Figure 1. Clock wires, drivers and flops.
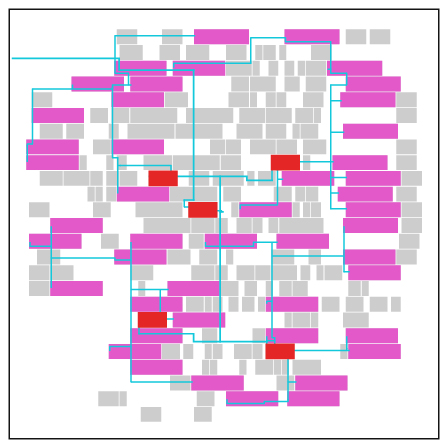
Figure 2. Floorplan with the power grid.
Pins as bars on the die edge. Tap cells in grey.
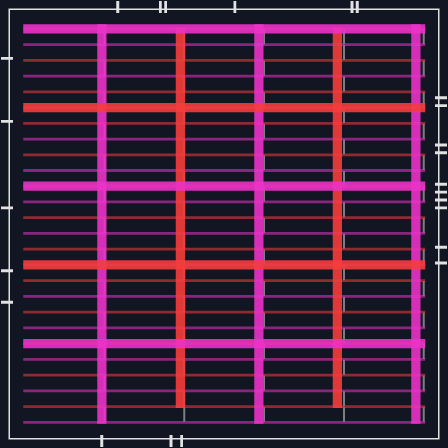
Figure 3. Sequential cells grouped by signal name.
Other sequential cells in the stronger grey, the rest of the logic in the fainter grey.
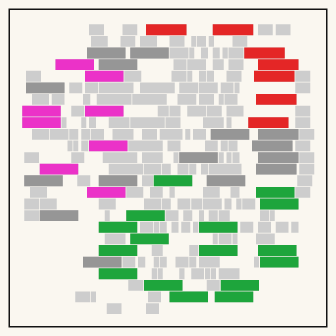
Figure 4. Cells coloured by class.
Bar = 20 um.
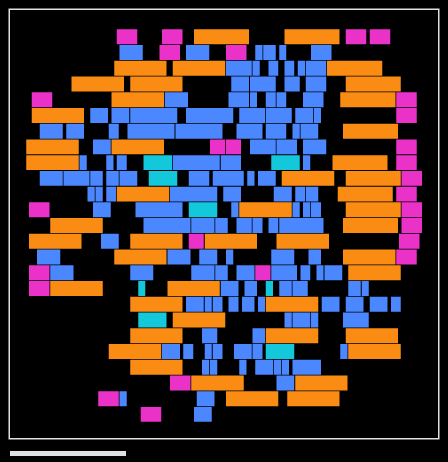
Figure 5. Routing congestion.
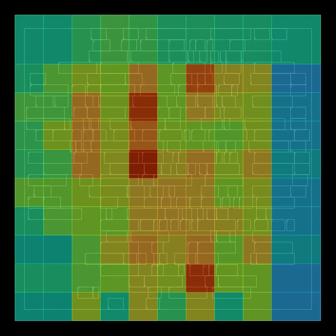
==> config.mk <==
export PLATFORM = sky130hd
export DESIGN_NAME = seg_hex_display
export DESIGN_NICKNAME = d
export VERILOG_FILES = /design/src/rtl/seg_hex_display.sv
export SDC_FILE = /design/constraint.sdc
export NUM_CORES = 1
export LEC_CHECK = 0
export CORE_MARGIN = 2
export CORE_UTILIZATION = 48
export CTS_CLUSTER_DIAMETER = 120
export DETAILED_ROUTE_END_ITERATION = 8
export PLACE_DENSITY = 0.8
export SYNTH_ARGS = -nofsm -noshare
export SYNTH_HDL_FRONTEND = slang
export SYNTH_SLANG_ARGS = --single-unit
==> constraint.sdc <==
create_clock -name clk -period 3.7 [get_ports clk]
set_input_delay 0.74 -clock clk [delete_from_list [all_inputs] [get_ports clk]]
set_output_delay 0.74 -clock clk [all_outputs]
set_load 0.03 [all_outputs]
==> summary.txt <==
Item: results of the latest flow run.

- The flow ran to the end, and the final reports show no timing, DRC or antenna violations.
- The number of enable-type register cells in the synthesized netlist is 0.
- The share of final-layout standard cells stronger than drive strength 1 is 22.2%.
- The clock-pin transition on the worst setup and hold timing paths is 80 ps.
- The overall power of the completed layout is 1.07 mW.
- The setup slack on the worst flop-to-flop path is 820 ps.
- The detailed placement HPWL is 2.90 mm.
- The layout has 397 filler cells.
- The flip-flop and latch power is 0.610 mW.
- The number of antenna diodes is 0.
- The floorplan has 25 rows.
- The tally of clock buffers in the finished layout is 8.
- The post-detailed-route via-to-cell ratio is 5.28.
- Summed over all nets, the switching power comes to 0.281 mW.
- CTS reports a maximum clock tree buffer depth of 2.
- After clock tree synthesis, the flow added hold-fix buffers numbering 0.
- The internal power consumption is 0.793 mW.
- The number of placed instances, taps included is 275.
- The synthesis report lists the most area-consuming cells as sky130_fd_sc_hd__dfrtp_1, sky130_fd_sc_hd__dfstp_2, sky130_fd_sc_hd__mux4_2.
- The critical path capture point type is a register.
- In the final layout, flip-flops and latches take up 42.6% of the cell area.
- The post-synth area from yosys stat is 0.00235 sq mm.
- The total overflow left after global routing is 0.
- The design has 46 sequential cells.
- The fmax is 347 MHz.
- Of the total synthesized cell area, the portion taken by AND-OR and OR-AND cells is 3.09%.
- The cell type taking the most area is registers.
- The flow reports that combinational logic draws 14.6% of the design power.
- The synthesis run shows multiplexers occupying 16.6% of the cell area.
- The simple-gate portion of the synthesized area is 14.7%.
- The top cell type in the final layout, fill and taps aside, is sky130_fd_sc_hd__dfrtp_1.
- Switching power as a fraction of the total was reported as 26.2%.
- The endpoint required time on the critical path is 3920 ps.
- The number of sinks on the clock net is 46.
- The number of ports placed on the die boundary is 24.
- The H-tree was split into 2 levels.
- The share of total power dissipated in sequential elements is 56.8%.
- The uppermost signal routing layer after detailed routing is met4.
- The register with the most flip-flops in the layout has 16 of them.
- The gate count of the mapped netlist is 187.
- Routing resource usage on met2 recorded by global route was 25.7%.
- The chip area is 0.00547 sq mm.
- The total negative slack for setup checks is 0 ps.
- Setup repair after global routing left no endpoint under its margin.
- The run reported a max-capacitance violation count of 0.
- The number of port buffers is 23.
- Combinational cells consume a total of 0.156 mW.
- The finished layout holds 283 standard cells, fillers aside.
- The synthesized-area fraction occupied by xor and xnor cells is 8.57%.
- The count of nets left with antenna violations once routing finished came out at 0.
- The most common logic cells in the final layout are sky130_fd_sc_hd__dfrtp_1, sky130_fd_sc_hd__clkdlybuf4s50_1, sky130_fd_sc_hd__xnor2_1.
- The share of the yosys chip area belonging to registers is 49.5%.
- The worst-margin pin slew is 992 ps.
- Counting buffers and inverters, the worst setup path is 9 cells deep.
- The arrival time of data at the worst endpoint is listed as 3110 ps.
- The floorplan net count is 206.
- Note that the worst hold path type here is register to register.
- The post-synthesis share of cell area spent on full adders, half adders and majority gates is 4.26%.
- The share of cell area taken by multi-input logic gates is 40.6%.
- The pre-antenna-repair detailed-routing pass consisted of 4 iterations.
- Along the worst hold path, the cell count comes to 1.
- The dominant synthesized flop cell is sky130_fd_sc_hd__dfrtp_1.
## Picture notes: Figure 1
- magenta: flip-flops (count 46)
- cyan: clock wires (length 508 um)
- red: cells driving clock nets (count 5)
- flops lie: widely spread
- routed clock nets: 6
setup skew after layout: 5.20 ps
Clock Power: 0.307 mW
worst skew pair latency: 290 ps
part of the power in the clock network: 28.6%

## Picture notes: Figure 2
- magenta: VSS
- red: VDD
- met4 straps: 5
- signal pins: 24
- rows: 25
worst IR drop on VDD: 361 uV
horizontal extent of the die: 74.0 um
die span in y: 74.0 um

## Picture notes: Figure 3
- green: `r_div` (sequential cells 16)
- magenta: `r_count` (sequential cells 8)
- red: `seg` (sequential cells 7; where top right)
- not coloured: 15
footprint of the flip-flops and latches: 0.00116 sq mm
final core occ: 57.9%

## Picture notes: Figure 4
- magenta: other buffers and delay cells (cells 27; share of their area 9.8%)
- cyan: clock drivers and dummy loads (cells 8; share of their area 3.4%)
- orange: flip-flops (cells 46; share of their area 44%)
- blue: all other logic (cells 135; share of their area 43%)
core area: 0.00472 sq mm
cell area after layout: 0.00274 sq mm

## Picture notes: Figure 5
routing usage on met3: 4.07%
average detailed-routed wire length per instance: 13.8 um
total track usage: 16.2%
met1 track utilization from global routing: 22.1%
peak-usage layer in the global routing report: met2

Power figures rest on the tool's default switching activity, not on a simulated workload.
